$ cat config.mk
export PLATFORM = sky130hd
export DESIGN_NAME = dmem_arbiter_flat
export DESIGN_NICKNAME = d
export VERILOG_FILES = /design/src/rtl/dmem_arbiter_if.sv /design/src/rtl/dmem_arbiter.sv /design/src/flat_wrapper.sv
export SDC_FILE = /design/constraint.sdc
export NUM_CORES = 1
export LEC_CHECK = 0
export ABC_AREA = 1
export CAP_MARGIN = 30
export CORE_AREA = 2 2 122 124
export DETAILED_ROUTE_END_ITERATION = 6
export DIE_AREA = 0 0 124 126
export PLACE_DENSITY = 0.68
export SYNTH_ARGS = -nofsm -noshare
export SYNTH_HDL_FRONTEND = slang
export SYNTH_SLANG_ARGS = --single-unit
export TNS_END_PERCENT = 5
$ cat constraint.sdc
create_clock -name clk_i -period 2.37 [get_ports clk_i]
set_input_delay 0.474 -clock clk_i [delete_from_list [all_inputs] [get_ports clk_i]]
set_output_delay 0.474 -clock clk_i [all_outputs]
set_load 0.1 [all_outputs]
$ cat src/rtl/dmem_arbiter_if.sv
// Bus bundle between the data-memory arbiter, its two requesters and the memory.
// Signal names keep the arbiter-side direction suffixes (_i into the arbiter, _o out of it).
interface dmem_arbiter_if #(
    parameter int ADDR_W = 32,
    parameter int DATA_W = 32
);
    localparam int BE_W = DATA_W / 8;

    // Core load/store path
    logic              core_req_i;
    logic              core_we_i;
    logic [ADDR_W-1:0] core_addr_i;
    logic [DATA_W-1:0] core_wdata_i;
    logic [BE_W-1:0]   core_be_i;
    logic              core_gnt_o;
    logic              core_rvalid_o;
    logic [DATA_W-1:0] core_rdata_o;

    // External port (loader / debug DMA)
    logic              ext_req_i;
    logic              ext_we_i;
    logic [ADDR_W-1:0] ext_addr_i;
    logic [DATA_W-1:0] ext_wdata_i;
    logic [BE_W-1:0]   ext_be_i;
    logic              ext_lock_i;
    logic              ext_gnt_o;
    logic              ext_rvalid_o;
    logic [DATA_W-1:0] ext_rdata_o;

    // Memory side
    logic              mem_en_o;
    logic              mem_we_o;
    logic [ADDR_W-1:0] mem_addr_o;
    logic [DATA_W-1:0] mem_wdata_o;
    logic [BE_W-1:0]   mem_be_o;
    logic [DATA_W-1:0] mem_rdata_i;

    // Arbiter view
    modport slave (
        input  core_req_i, core_we_i, core_addr_i, core_wdata_i, core_be_i,
        output core_gnt_o, core_rvalid_o, core_rdata_o,
        input  ext_req_i, ext_we_i, ext_addr_i, ext_wdata_i, ext_be_i, ext_lock_i,
        output ext_gnt_o, ext_rvalid_o, ext_rdata_o,
        output mem_en_o, mem_we_o, mem_addr_o, mem_wdata_o, mem_be_o,
        input  mem_rdata_i
    );

    // Requester + memory view (the system around the arbiter)
    modport master (
        output core_req_i, core_we_i, core_addr_i, core_wdata_i, core_be_i,
        input  core_gnt_o, core_rvalid_o, core_rdata_o,
        output ext_req_i, ext_we_i, ext_addr_i, ext_wdata_i, ext_be_i, ext_lock_i,
        input  ext_gnt_o, ext_rvalid_o, ext_rdata_o,
        input  mem_en_o, mem_we_o, mem_addr_o, mem_wdata_o, mem_be_o,
        output mem_rdata_i
    );
endinterface

$ cat src/rtl/dmem_arbiter.sv
// Data-memory arbiter: shares one memory between the core LSU and an external
// port. Combinational grant, one-cycle read return, and a capped exclusive lock
// for the external port so the core is never starved.
module dmem_arbiter #(
    parameter int ADDR_W    = 32,
    parameter int DATA_W    = 32,
    parameter int MAX_BURST = 8
) (
    input  logic           clk_i,
    input  logic           reset_i,
    dmem_arbiter_if.slave  bus
);
    localparam logic [0:0] ST_ARB      = 1'b0;
    localparam logic [0:0] ST_EXT_LOCK = 1'b1;
    localparam logic [7:0] MAX_CNT     = 8'(MAX_BURST);

    logic [0:0] r_state;
    logic       r_prio;       // 0: core wins a tie, 1: external port wins
    logic [7:0] r_burst_cnt;
    logic       r_rd_core;
    logic       r_rd_ext;

    logic       w_core_gnt;
    logic       w_ext_gnt;
    logic       w_sat;

    // Lock age counter never exceeds the cap
    function automatic logic [7:0] sat_inc(input logic [7:0] cnt);
        return (cnt >= MAX_CNT) ? MAX_CNT : cnt + 8'd1;
    endfunction

    assign w_sat = (r_burst_cnt == MAX_CNT);

    // Grant decision; nothing is granted while reset is asserted
    always_comb begin
        w_core_gnt = 1'b0;
        w_ext_gnt  = 1'b0;
        if (!reset_i) begin
            if (r_state == ST_ARB) begin
                if (bus.core_req_i && bus.ext_req_i) begin
                    w_ext_gnt  = r_prio;
                    w_core_gnt = ~r_prio;
                end else begin
                    w_core_gnt = bus.core_req_i;
                    w_ext_gnt  = bus.ext_req_i;
                end
            end else begin
                // A lock release in the same cycle keeps the memory with the
                // external port; only a still-held, saturated lock yields.
                if (bus.ext_lock_i && w_sat && bus.core_req_i) begin
                    w_core_gnt = 1'b1;
                end else begin
                    w_ext_gnt = bus.ext_req_i;
                end
            end
        end
    end

    // Arbitration state: lock tracking, burst counter and tie priority
    always_ff @(posedge clk_i or posedge reset_i) begin
        if (reset_i) begin
            r_state     <= ST_ARB;
            r_prio      <= 1'b0;
            r_burst_cnt <= 8'd0;
        end else if (r_state == ST_ARB) begin
            if (w_core_gnt && bus.ext_req_i) begin
                r_prio <= 1'b1;
            end else if (w_ext_gnt && bus.core_req_i) begin
                r_prio <= 1'b0;
            end
            if (w_ext_gnt && bus.ext_lock_i) begin
                r_state     <= ST_EXT_LOCK;
                r_burst_cnt <= 8'd1;
            end
        end else begin
            if (!bus.ext_lock_i) begin
                r_state     <= ST_ARB;
                r_burst_cnt <= 8'd0;
            end else if (w_core_gnt) begin
                r_state     <= ST_ARB;
                r_prio      <= 1'b1;
                r_burst_cnt <= 8'd0;
            end else begin
                r_burst_cnt <= sat_inc(r_burst_cnt);
            end
        end
    end

    // Remember which requester owns the read data arriving next cycle
    always_ff @(posedge clk_i or posedge reset_i) begin
        if (reset_i) begin
            r_rd_core <= 1'b0;
            r_rd_ext  <= 1'b0;
        end else begin
            r_rd_core <= w_core_gnt & ~bus.core_we_i;
            r_rd_ext  <= w_ext_gnt & ~bus.ext_we_i;
        end
    end

    // Steer the granted requester onto the memory; idle bus is all zeros
    always_comb begin
        bus.mem_en_o    = w_core_gnt | w_ext_gnt;
        bus.mem_we_o    = 1'b0;
        bus.mem_addr_o  = '0;
        bus.mem_wdata_o = '0;
        bus.mem_be_o    = '0;
        if (w_core_gnt) begin
            bus.mem_we_o    = bus.core_we_i;
            bus.mem_addr_o  = bus.core_addr_i;
            bus.mem_wdata_o = bus.core_wdata_i;
            bus.mem_be_o    = bus.core_be_i;
        end else if (w_ext_gnt) begin
            bus.mem_we_o    = bus.ext_we_i;
            bus.mem_addr_o  = bus.ext_addr_i;
            bus.mem_wdata_o = bus.ext_wdata_i;
            bus.mem_be_o    = bus.ext_be_i;
        end
    end

    assign bus.core_gnt_o    = w_core_gnt;
    assign bus.ext_gnt_o     = w_ext_gnt;
    assign bus.core_rvalid_o = r_rd_core;
    assign bus.ext_rvalid_o  = r_rd_ext;
    assign bus.core_rdata_o  = r_rd_core ? bus.mem_rdata_i : '0;
    assign bus.ext_rdata_o   = r_rd_ext  ? bus.mem_rdata_i : '0;

endmodule

$ cat src/flat_wrapper.sv
// flat-port wrapper written by rule: the top's interface ports become plain ports
module dmem_arbiter_flat 
#(
    parameter int ADDR_W    = 32,
    parameter int DATA_W    = 32,
    parameter int MAX_BURST = 8
)
  (clk_i, reset_i, bus_core_req_i, bus_core_we_i, bus_core_addr_i, bus_core_wdata_i, bus_core_be_i, bus_core_gnt_o, bus_core_rvalid_o, bus_core_rdata_o, bus_ext_req_i, bus_ext_we_i, bus_ext_addr_i, bus_ext_wdata_i, bus_ext_be_i, bus_ext_lock_i, bus_ext_gnt_o, bus_ext_rvalid_o, bus_ext_rdata_o, bus_mem_en_o, bus_mem_we_o, bus_mem_addr_o, bus_mem_wdata_o, bus_mem_be_o, bus_mem_rdata_i);
  dmem_arbiter_if #(.ADDR_W(ADDR_W), .DATA_W(DATA_W)) bus_i ();
  input  logic clk_i;
  input  logic reset_i;
  input wire logic [$bits(bus_i.core_req_i)-1:0] bus_core_req_i;
  input wire logic [$bits(bus_i.core_we_i)-1:0] bus_core_we_i;
  input wire logic [$bits(bus_i.core_addr_i)-1:0] bus_core_addr_i;
  input wire logic [$bits(bus_i.core_wdata_i)-1:0] bus_core_wdata_i;
  input wire logic [$bits(bus_i.core_be_i)-1:0] bus_core_be_i;
  output wire logic [$bits(bus_i.core_gnt_o)-1:0] bus_core_gnt_o;
  output wire logic [$bits(bus_i.core_rvalid_o)-1:0] bus_core_rvalid_o;
  output wire logic [$bits(bus_i.core_rdata_o)-1:0] bus_core_rdata_o;
  input wire logic [$bits(bus_i.ext_req_i)-1:0] bus_ext_req_i;
  input wire logic [$bits(bus_i.ext_we_i)-1:0] bus_ext_we_i;
  input wire logic [$bits(bus_i.ext_addr_i)-1:0] bus_ext_addr_i;
  input wire logic [$bits(bus_i.ext_wdata_i)-1:0] bus_ext_wdata_i;
  input wire logic [$bits(bus_i.ext_be_i)-1:0] bus_ext_be_i;
  input wire logic [$bits(bus_i.ext_lock_i)-1:0] bus_ext_lock_i;
  output wire logic [$bits(bus_i.ext_gnt_o)-1:0] bus_ext_gnt_o;
  output wire logic [$bits(bus_i.ext_rvalid_o)-1:0] bus_ext_rvalid_o;
  output wire logic [$bits(bus_i.ext_rdata_o)-1:0] bus_ext_rdata_o;
  output wire logic [$bits(bus_i.mem_en_o)-1:0] bus_mem_en_o;
  output wire logic [$bits(bus_i.mem_we_o)-1:0] bus_mem_we_o;
  output wire logic [$bits(bus_i.mem_addr_o)-1:0] bus_mem_addr_o;
  output wire logic [$bits(bus_i.mem_wdata_o)-1:0] bus_mem_wdata_o;
  output wire logic [$bits(bus_i.mem_be_o)-1:0] bus_mem_be_o;
  input wire logic [$bits(bus_i.mem_rdata_i)-1:0] bus_mem_rdata_i;
  assign bus_i.core_req_i = bus_core_req_i;
  assign bus_i.core_we_i = bus_core_we_i;
  assign bus_i.core_addr_i = bus_core_addr_i;
  assign bus_i.core_wdata_i = bus_core_wdata_i;
  assign bus_i.core_be_i = bus_core_be_i;
  assign bus_core_gnt_o = bus_i.core_gnt_o;
  assign bus_core_rvalid_o = bus_i.core_rvalid_o;
  assign bus_core_rdata_o = bus_i.core_rdata_o;
  assign bus_i.ext_req_i = bus_ext_req_i;
  assign bus_i.ext_we_i = bus_ext_we_i;
  assign bus_i.ext_addr_i = bus_ext_addr_i;
  assign bus_i.ext_wdata_i = bus_ext_wdata_i;
  assign bus_i.ext_be_i = bus_ext_be_i;
  assign bus_i.ext_lock_i = bus_ext_lock_i;
  assign bus_ext_gnt_o = bus_i.ext_gnt_o;
  assign bus_ext_rvalid_o = bus_i.ext_rvalid_o;
  assign bus_ext_rdata_o = bus_i.ext_rdata_o;
  assign bus_mem_en_o = bus_i.mem_en_o;
  assign bus_mem_we_o = bus_i.mem_we_o;
  assign bus_mem_addr_o = bus_i.mem_addr_o;
  assign bus_mem_wdata_o = bus_i.mem_wdata_o;
  assign bus_mem_be_o = bus_i.mem_be_o;
  assign bus_i.mem_rdata_i = bus_mem_rdata_i;
  dmem_arbiter #(.ADDR_W(ADDR_W), .DATA_W(DATA_W), .MAX_BURST(MAX_BURST)) u_core (.clk_i(clk_i), .reset_i(reset_i), .bus(bus_i));
endmodule
==> Table 3: Implementation characteristics <==
Summary of implementation characteristics

Parameter                              Value

Final layout
  Largest class .................. buffers
  Final nets .................. 946
  Combinational gate count .................. 323
  Area growth, synth to finish .................. 256%
  Inverter count of the layout excluding clock inverters .................. 83
  Number of flip-flops in the largest register .................. 8
  Flip-flops .................. 12
  FF/Latch Area .................. 300 um^2
  Fraction of final layout cells with drive strength greater than 1 .................. 0.403
  Multi-input logic portion of the cell area .................. 0.219
  Non-clock buffer instance count of the final layout .................. 346
  Largest register by flop count .................. u_core.r_burst_cnt
  Most common cell after layout, fill and taps aside .................. sky130_fd_sc_hd__nand2_1

CTS
  Buffers inserted by post-CTS timing repair .................. 15
  Cell chosen for the clock root .................. sky130_fd_sc_hd__clkbuf_16
  Worst skew pair latency .................. 0.24 ns
  Maximum buffer depth of the clock tree .................. 2

Pwr
  Leakage dissipation .................. 3.83 nW
  Group drawing the most power .................. combinational logic
  Switching portion of total power .................. 0.550
  Switching power .................. 2.05 mW
  Clock distribution power .................. 298 uW

Timing
  Worst path setup slack after routing .................. -0.103 ns
  Worst-case hold slack .................. 0.470 ns
  Final number of setup-violating endpoints .................. 71
  Count of pins over their slew limit .................. 0
  Max-slew headroom at the worst pin .................. 0.753

Global route
  Met1 usage .................. 0.164
  Number of antenna violations at the first check in global routing .................. 1
  Met2 Track Usage GR .................. 0.341

Synth
  Fraction of registers with async set/reset .................. 1.00
  Synth area leader .................. sky130_fd_sc_hd__nand2_1
  Largest family of logic cells by area .................. simple AND/OR/NAND/NOR gates
  Arithmetic-cell share of the synthesized area counting full adders, half adders and majority gates .................. 0.0117
  Sequential fraction of the synthesis area .................. 0.141
  Chip Area, Yosys .................. 2130 um^2
  Number of warnings reported in the yosys synthesis log .................. 0
  Ranking of synthesized cells by instance count .................. sky130_fd_sc_hd__nand2_1 (276), sky130_fd_sc_hd__inv_1 (76), sky130_fd_sc_hd__nand2_2 (22), sky130_fd_sc_hd__buf_6 (12), sky130_fd_sc_hd__dfrtp_1 (12)
  Yosys reg bits .................. 12
  Top cells by area, synth .................. sky130_fd_sc_hd__nand2_1 (49%), sky130_fd_sc_hd__dfrtp_1 (14%), sky130_fd_sc_hd__inv_1 (13%), sky130_fd_sc_hd__nand2_2 (6.5%), sky130_fd_sc_hd__buf_6 (6.3%)
  Count of flip-flops with a built-in enable after synthesis .................. 0
  Mapped cell area .................. 2130 um^2
  Compound Share, Synth .................. 0.0240
  Most instantiated library cell after synthesis .................. sky130_fd_sc_hd__nand2_1

Placement
  HPWL reported at the end of detailed placement .................. 10100 um
  Input/output buffers .................. 312
  Global placement routability congestion .................. 0.780

Worst hold path
  Instance count along the most critical hold path .................. 2
  HP Class .................. reg2reg

Detailed routing
  Final routed wire length divided by cell count .................. 14.8 um
  Vias .................. 3778
  DRC violation total after the first TritonRoute iteration .................. 106

Floorplanning
  Total die area .................. 15600 um^2
  Number of rows in the core area .................. 44

Critical path
  Number of cells on the critical path .................. 13
  Slowest stage cell, crit path .................. sky130_fd_sc_hd__dlygate4sd2_1
  Cell breakdown of the critical path .................. dlygate4sd2_1 -> nand2_1 -> nor2_2 -> nand2_1 -> nand2_2 -> buf_6 -> nand2_4 -> nand2_8 -> buf_12 -> inv_16 -> nand2_2 -> nand2_2 -> buf_12
  Type of the worst setup path .................. in2out
  Setup crit end .................. bus_mem_addr_o[7]
  Type of origin of the critical path .................. primary input
  Reg-to-reg setup timing slack .................. 0.57 ns
  Capture point of the worst reg-to-reg path .................. u_core.r_prio$_DFFE_PP0P_

Outcome
  Outcome .................. finished, violations left
  Failing checks .................. negative setup slack
Fig. 1: run 1, gate families picked out
Bar = 20 um.
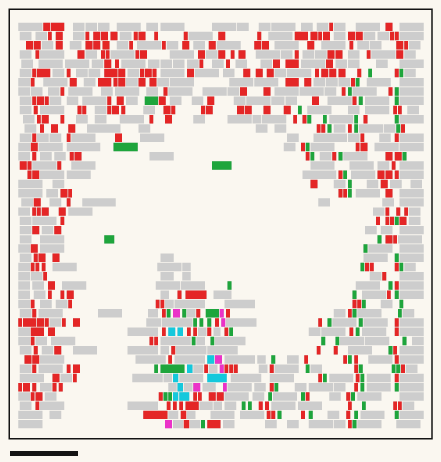
Key: green = inverters [cells 83, most used inv_1]; magenta = NOR gates [cells 8, most used nor2_1, where bottom middle]; red = NAND gates [cells 302, most used nand2_1, where spread over the die]; cyan = inverting AOI/OAI gates [cells 9, most used o21ai_0, where bottom middle]

Fig. 2: run 1, placement view
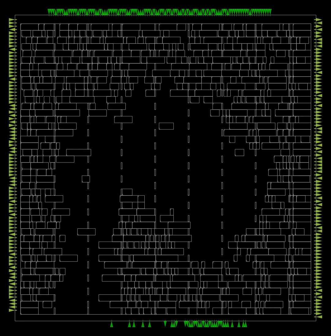
Seq area share: 0.0395
final design utilization: 0.531
number of tap instances: 184

Fig. 3: run 1, zoomed window
Bar = 10 um. Region (50, 25) to (75, 50) um. Cells in gray, sequential cells in the stronger gray; small squares are vias.
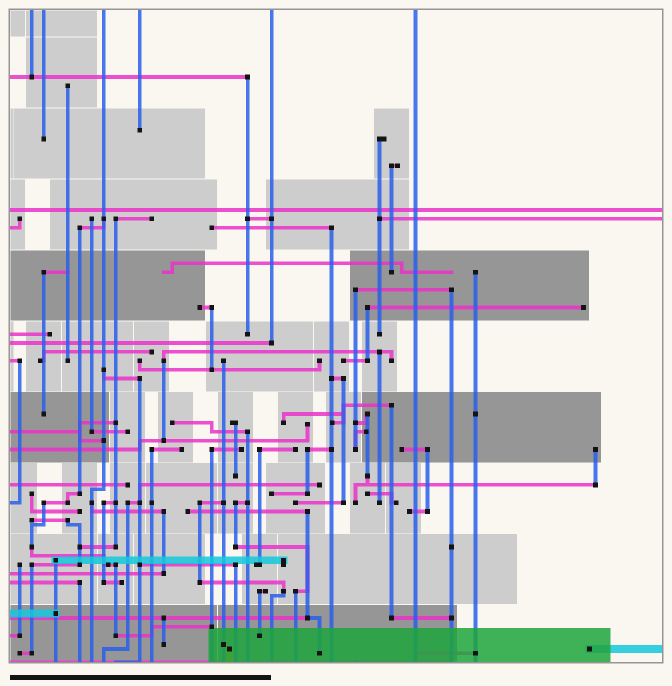
Key: green = met5; blue = met2; cyan = met3; magenta = met1; orange = met4
Netlist names of flops here include `u_core.r_burst_cnt` (5). 33 logic cells have their middle in the window. Sequential cells in the window: 5. Most frequent: inv_1 (7), nand2_1 (7), dfrtp_1 (5).

Power figures rest on the tool's default switching activity, not on a simulated workload.
